$ cat src/rtl/sipo_frame_ctrl_pkg.sv
// sipo_frame_ctrl_pkg: FSM state encoding shared by the shift-register controllers
package sipo_frame_ctrl_pkg;
  typedef enum logic {
    ST_IDLE  = 1'b0,
    ST_SHIFT = 1'b1
  } state_t;
endpackage

$ cat src/rtl/sipo_frame_ctrl_if.sv
// sipo_frame_ctrl_if: serial input, parallel output handshake and status bundle
// master drives s_in/s_valid/s_start/p_ready; slave drives p_out/p_valid/busy/bit_cnt/frame_err/overrun
interface sipo_frame_ctrl_if #(parameter int WIDTH = 4);
  localparam int CNT_W = $clog2(WIDTH + 1);
  logic s_in;
  logic s_valid;
  logic s_start;
  logic [WIDTH-1:0] p_out;
  logic p_valid;
  logic p_ready;
  logic busy;
  logic [CNT_W-1:0] bit_cnt;
  logic frame_err;
  logic overrun;
  modport master (
    output s_in, s_valid, s_start, p_ready,
    input  p_out, p_valid, busy, bit_cnt, frame_err, overrun
  );
  modport slave (
    input  s_in, s_valid, s_start, p_ready,
    output p_out, p_valid, busy, bit_cnt, frame_err, overrun
  );
endinterface

$ cat src/rtl/sipo_shift_reg.sv
// sipo_shift_reg: MSB-first shift register; ports clk, clear (sync reset), shift_en, s_in, q
module sipo_shift_reg #(parameter int WIDTH = 4) (
  input  logic             clk,
  input  logic             clear,
  input  logic             shift_en,
  input  logic             s_in,
  output logic [WIDTH-1:0] q
);
  always_ff @(posedge clk)
    if (clear) q <= '0;
    else if (shift_en) q <= {q[WIDTH-2:0], s_in};
endmodule

$ cat src/rtl/sipo_frame_ctrl.sv
// sipo_frame_ctrl: frames a serial bit stream into WIDTH-bit words with a one-deep valid/ready output buffer
// ports: clk, clear (sync reset), bus (slave side of sipo_frame_ctrl_if)
module sipo_frame_ctrl
  import sipo_frame_ctrl_pkg::*;
#(parameter int WIDTH = 4) (
  input logic clk,
  input logic clear,
  sipo_frame_ctrl_if.slave bus
);
  localparam int CNT_W = $clog2(WIDTH + 1);
  state_t state;
  logic [WIDTH-1:0] q;
  logic [WIDTH-1:0] word;
  logic [CNT_W-1:0] cnt_nxt;
  logic accept;
  logic complete;
  // A restart needs no shifter flush: stale bits are shifted out before the word completes.
  always_comb begin
    accept = bus.s_valid && (state == ST_SHIFT || bus.s_start);
    cnt_nxt = bus.s_start ? CNT_W'(1) : bus.bit_cnt + CNT_W'(1);
    complete = accept && cnt_nxt == CNT_W'(WIDTH);
    word = {q[WIDTH-2:0], bus.s_in};
  end
  sipo_shift_reg #(.WIDTH(WIDTH)) u_shift (
    .clk(clk),
    .clear(clear),
    .shift_en(accept),
    .s_in(bus.s_in),
    .q(q)
  );
  assign bus.busy = state == ST_SHIFT;
  always_ff @(posedge clk)
    if (clear) begin
      state <= ST_IDLE;
      bus.bit_cnt <= '0;
      bus.p_out <= '0;
      bus.p_valid <= 1'b0;
      bus.frame_err <= 1'b0;
      bus.overrun <= 1'b0;
    end else begin
      bus.frame_err <= bus.s_valid && bus.s_start && state == ST_SHIFT;
      bus.overrun <= complete && bus.p_valid && !bus.p_ready;
      if (accept) begin
        state <= complete ? ST_IDLE : ST_SHIFT;
        bus.bit_cnt <= complete ? '0 : cnt_nxt;
      end
      if (complete && (!bus.p_valid || bus.p_ready)) begin
        bus.p_out <= word;
        bus.p_valid <= 1'b1;
      end else if (bus.p_valid && bus.p_ready) bus.p_valid <= 1'b0;
    end
endmodule
$ cat src/flat_wrapper.sv
// flat-port wrapper written by rule: the top's interface ports become plain ports
module sipo_frame_ctrl_flat import sipo_frame_ctrl_pkg::*;
#(parameter int WIDTH = 4)
  (clk, clear, bus_s_in, bus_s_valid, bus_s_start, bus_p_ready, bus_p_out, bus_p_valid, bus_busy, bus_bit_cnt, bus_frame_err, bus_overrun);
  sipo_frame_ctrl_if #(.WIDTH(WIDTH)) bus_i ();
  input logic clk;
  input logic clear;
  input wire logic [$bits(bus_i.s_in)-1:0] bus_s_in;
  input wire logic [$bits(bus_i.s_valid)-1:0] bus_s_valid;
  input wire logic [$bits(bus_i.s_start)-1:0] bus_s_start;
  input wire logic [$bits(bus_i.p_ready)-1:0] bus_p_ready;
  output wire logic [$bits(bus_i.p_out)-1:0] bus_p_out;
  output wire logic [$bits(bus_i.p_valid)-1:0] bus_p_valid;
  output wire logic [$bits(bus_i.busy)-1:0] bus_busy;
  output wire logic [$bits(bus_i.bit_cnt)-1:0] bus_bit_cnt;
  output wire logic [$bits(bus_i.frame_err)-1:0] bus_frame_err;
  output wire logic [$bits(bus_i.overrun)-1:0] bus_overrun;
  assign bus_i.s_in = bus_s_in;
  assign bus_i.s_valid = bus_s_valid;
  assign bus_i.s_start = bus_s_start;
  assign bus_i.p_ready = bus_p_ready;
  assign bus_p_out = bus_i.p_out;
  assign bus_p_valid = bus_i.p_valid;
  assign bus_busy = bus_i.busy;
  assign bus_bit_cnt = bus_i.bit_cnt;
  assign bus_frame_err = bus_i.frame_err;
  assign bus_overrun = bus_i.overrun;
  sipo_frame_ctrl #(.WIDTH(WIDTH)) u_core (.clk(clk), .clear(clear), .bus(bus_i));
endmodule
$ cat config.mk
export PLATFORM = sky130hd
export DESIGN_NAME = sipo_frame_ctrl_flat
export DESIGN_NICKNAME = d
export VERILOG_FILES = /design/src/rtl/sipo_frame_ctrl_pkg.sv /design/src/rtl/sipo_frame_ctrl_if.sv /design/src/rtl/sipo_shift_reg.sv /design/src/rtl/sipo_frame_ctrl.sv /design/src/flat_wrapper.sv
export SDC_FILE = /design/constraint.sdc
export NUM_CORES = 1
export LEC_CHECK = 0
export CORE_MARGIN = 3
export CORE_UTILIZATION = 25
export DETAILED_ROUTE_END_ITERATION = 10
export PLACE_DENSITY = 0.56
export SLEW_MARGIN = 20
export SYNTH_ARGS = -nofsm -noshare
export SYNTH_HDL_FRONTEND = slang
export SYNTH_SLANG_ARGS = --single-unit
$ cat constraint.sdc
create_clock -name clk -period 2.1 [get_ports clk]
set_input_delay 0.315 -clock clk [delete_from_list [all_inputs] [get_ports clk]]
set_output_delay 0.315 -clock clk [all_outputs]
set_load 0.02 [all_outputs]
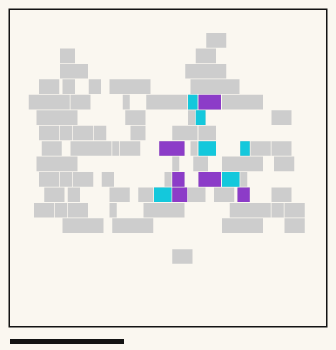
Fig. 1. Gate-type map.
The bar under the picture is 20 um long.
Purple shows and/or cells, cells 6, where middle. Cyan shows aoi and oai cells, cells 6, most used a21oi_1, where middle.

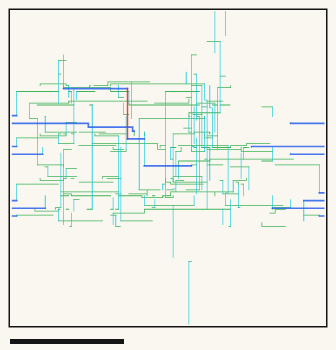
Fig. 2. Signal wires by layer.
The bar under the picture is 20 um long.
Blue shows metal 3, wire length 97.5 um. Green shows metal 1, wire length 526 um. Cyan shows metal 2, wire length 457 um. Red shows metal 4, wire length 8.80 um.
gr usage total: 0.07940
mean routed wirelength per cell: 10.47 um

==> out/results.tsv <==
stage	metric	value	unit
run_status	status	finished clean	
drt	Via density	4.317	
final_timing	Tmin final	1736	ps
drt	DRT Wirelength	1.089	mm
finish	dominant logic cell types in the final layout	clkdlybuf4s50_1, dfxtp_1, nand2b_1	
floorplan	Ports	17	
cts	worst skew pair latency	290	ps
final_timing	Setup TNS Final	0	ps
pwr	leakage power	0.0003196	uW
drt	Pre-Repair DR Iteration Count	3	
floorplan	chip area	0.003099	mm2
synthesis	Registers, synthesis	14	
place	dpl cells	100	
final_timing	Max Clock Skew	3.564	ps
critical_path	CP Capture Type	output port	
global_route	largest net degree at the start of global routing	20	
final_timing	Worst slew margin	0.6307	
critical_path	crit path buf inv count	1	
critical_path	Worst EP required	1780	ps
cts	CTS Buffer Depth	2	
final_timing	# setup viols final	0	
flow_run	max-capacitance violation count	0	
drt	DR DRC count	0	
critical_path	CP Cell Sequence	clkdlybuf4s50_1	
pwr	Int Pwr	402.2	uW
floorplan	cell row count	17	
pwr	Power Density	626.9	mW/mm2
final_timing	final worst setup slack	363.7	ps
min_path	worst min path class	flip-flop to flip-flop	
floorplan	Die Width	55.67	um
synthesis	syn nets	66	
cts	Clk pin slew, worst setup/hold paths	90	ps
pwr	Worst VDD drop	0.0004512	V
pwr	Psw	121.7	uW
synthesis	Synth Instances	59	
finish	fin cells	104	
synthesis	ys cells	59	
synthesis	Synth warnings	0	
critical_path	Crit path largest cell delay	660	ps
cts	hold_buf cts	0	
synthesis	synthesized area per cell	10.45	um2
final_timing	max-slew violation count	0	
floorplan	core area	0.002276	mm2
flow_run	Tool Warnings	26	
place	RD Place Congestion	0.6837	
synthesis	Seq share, synth	0.4544	
critical_path	CP Launch Point	u_core.bus.busy$_SDFFE_PP0P_	
pwr	Logic pwr share	0.094	
place	hpwl dp	799.3	um
place	pre-CTS setup slack	203.2	ps
finish	Antenna Cells	0	
cts	cts bufs inserted	3	
cts	H-tree depth	1	
cts	clock root buffer	clkbuf_4	
final_timing	RSZ-0062 raised after global routing	no	
cts	number of clock sinks	14	
finish	final core occ	0.3672	
critical_path	CP Data Arrival Time	1420	ps
finish	fillcell total	233	
synthesis	YS chip area	616.8	um2
critical_path	FF-to-FF Start	u_core.bus.bit_cnt[0]$_SDFFE_PP0P_	
drt	via count	449	
synthesis	Cell variety after synth	24	
finish	layout cells sized above 1	0.1579	
global_route	initial antenna violation count	0	
finish	# nets final	84	
cts	Post-CTS Resized	0	
min_path	Hold Crit Start	u_core.bus.p_out[0]$_SDFFE_PP0P_	
cts	post-CTS setup buffer count	0	
floorplan	fp util	0.2710	
global_route	first-pass GRT wire length	1.952	mm
drt	DR iter-0 viols	13	
final_timing	Fin. Hold Viols	0	
cts	TritonCTS clock tree	built	
drt	DRT antenna net count	0	
pwr	Pwr Total	524.0	uW
synthesis	FFs w/ async S/R, synth	0	
place	Port Buf Inserts	16	
pwr	Switching Fraction	0.2323	
floorplan	Die Y	55.67	um
synthesis	dominant register cell	dfxtp_1	
critical_path	Worst Path Class, Setup	flip-flop to output port	
final_timing	Max Fclk	0.5760	GHz
global_route	vias in the first global route	442	
critical_path	Crit Path Max Fanout	6	
global_route	grt total ovfl	0	
critical_path	CP top delay family	buffers and inverters	
critical_path	CP max-delay cell	clkdlybuf4s50_1	
final_timing	Slew @ Worst Pin	552.2	ps
critical_path	Setup crit start kind	flip-flop	
finish	dominant logic cell type in the layout	clkdlybuf4s50_1	
finish	area grow syn2layout	35.50	%
pwr	Clock power frac	0.377	
synthesis	mapped cell area	616.8	um2
synthesis	EDFF count, synth	0	
flip-flops by register name, summed over array words and instances, names as in the netlist:
signal,count
u_core.bus.bit_cnt,3
u_core.bus.busy,1
u_core.bus.frame_err,1
u_core.bus.overrun,1
u_core.bus.p_out,4
u_core.bus.p_valid,1
u_core.u_shift.q,3
cells in the mapped netlist (all sizes together), types with 2 or more instances:
cell type	instances	share of area
nor2	6	0.037
dfxtp	14	0.45
clkbuf	3	0.020
a21oi	4	0.039
mux2i	7	0.11
nand4b	2	0.053
nand2b	9	0.091
cells by family after synthesis:
logic type / after synthesis / synth area share
AND-OR/OR-AND: 6 / 0.06694
XOR/XNOR: 1 / 0.01420
adder cells (fa/ha/maj): 1 / 0.02028
buffers and inverters: 4 / 0.02636
flip-flops: 14 / 0.4544
multiplexers: 7 / 0.1136
AND/OR/NAND/NOR: 26 / 0.3043
area by class of cell:
cell class	instances	area, um2	area share
inverter	1	3.754	0.004491
sequential	14	280.3	0.3353
tap	28	35.03	0.04192
multi-input combinational	41	320.3	0.3832
clock buffer	4	36.28	0.04341
timing repair buffer	16	160.2	0.1916
per-stage QoR:
| stage | area (um2) | hold WS (ps) |
|---|---|---|
| after CTS | 835.8 | 481.9 |
| after detailed placement | 799.5 | 462.5 |
| after global routing | 835.8 | 501.0 |
| after floorplan | 616.8 | 451.7 |
| final | 835.8 | 475.2 |
| after global placement | 799.5 | 463.4 |
path summary, 6_finish.rpt:
| kind | slack (ps) | cells after the start | end |
|---|---|---|---|
| worst min-delay path | 480 | 2 | u_core.bus.p_out[0]$_SDFFE_PP0P_ |
| worst max register to register | 570 | 3 | u_core.bus.busy$_SDFFE_PP0P_ |
| worst max-delay path | 360 | 1 | bus_busy |
| worst min register to register | 480 | 2 | u_core.bus.p_out[0]$_SDFFE_PP0P_ |
layer usage:
metal  global-route usage  vias up  wire length (um)
met1              0.09705      193               526
li1                     -      236                 -
met4              0.03125        0                 8
met5                    0        -                 0
met2               0.1132       18               457
met3              0.04640        2                97
power by group through the flow:
stage               sequential [uW]  clock, uW  combinational (uW)
finish                          277        198                49.3
global route                    278        215                54.1
CTS                             277        212                49.9
detailed placement              283          0                49.8
global placement                283          0                49.6
floorplan                       286          0                23.5
Power figures rest on the tool's default switching activity, not on a simulated workload.
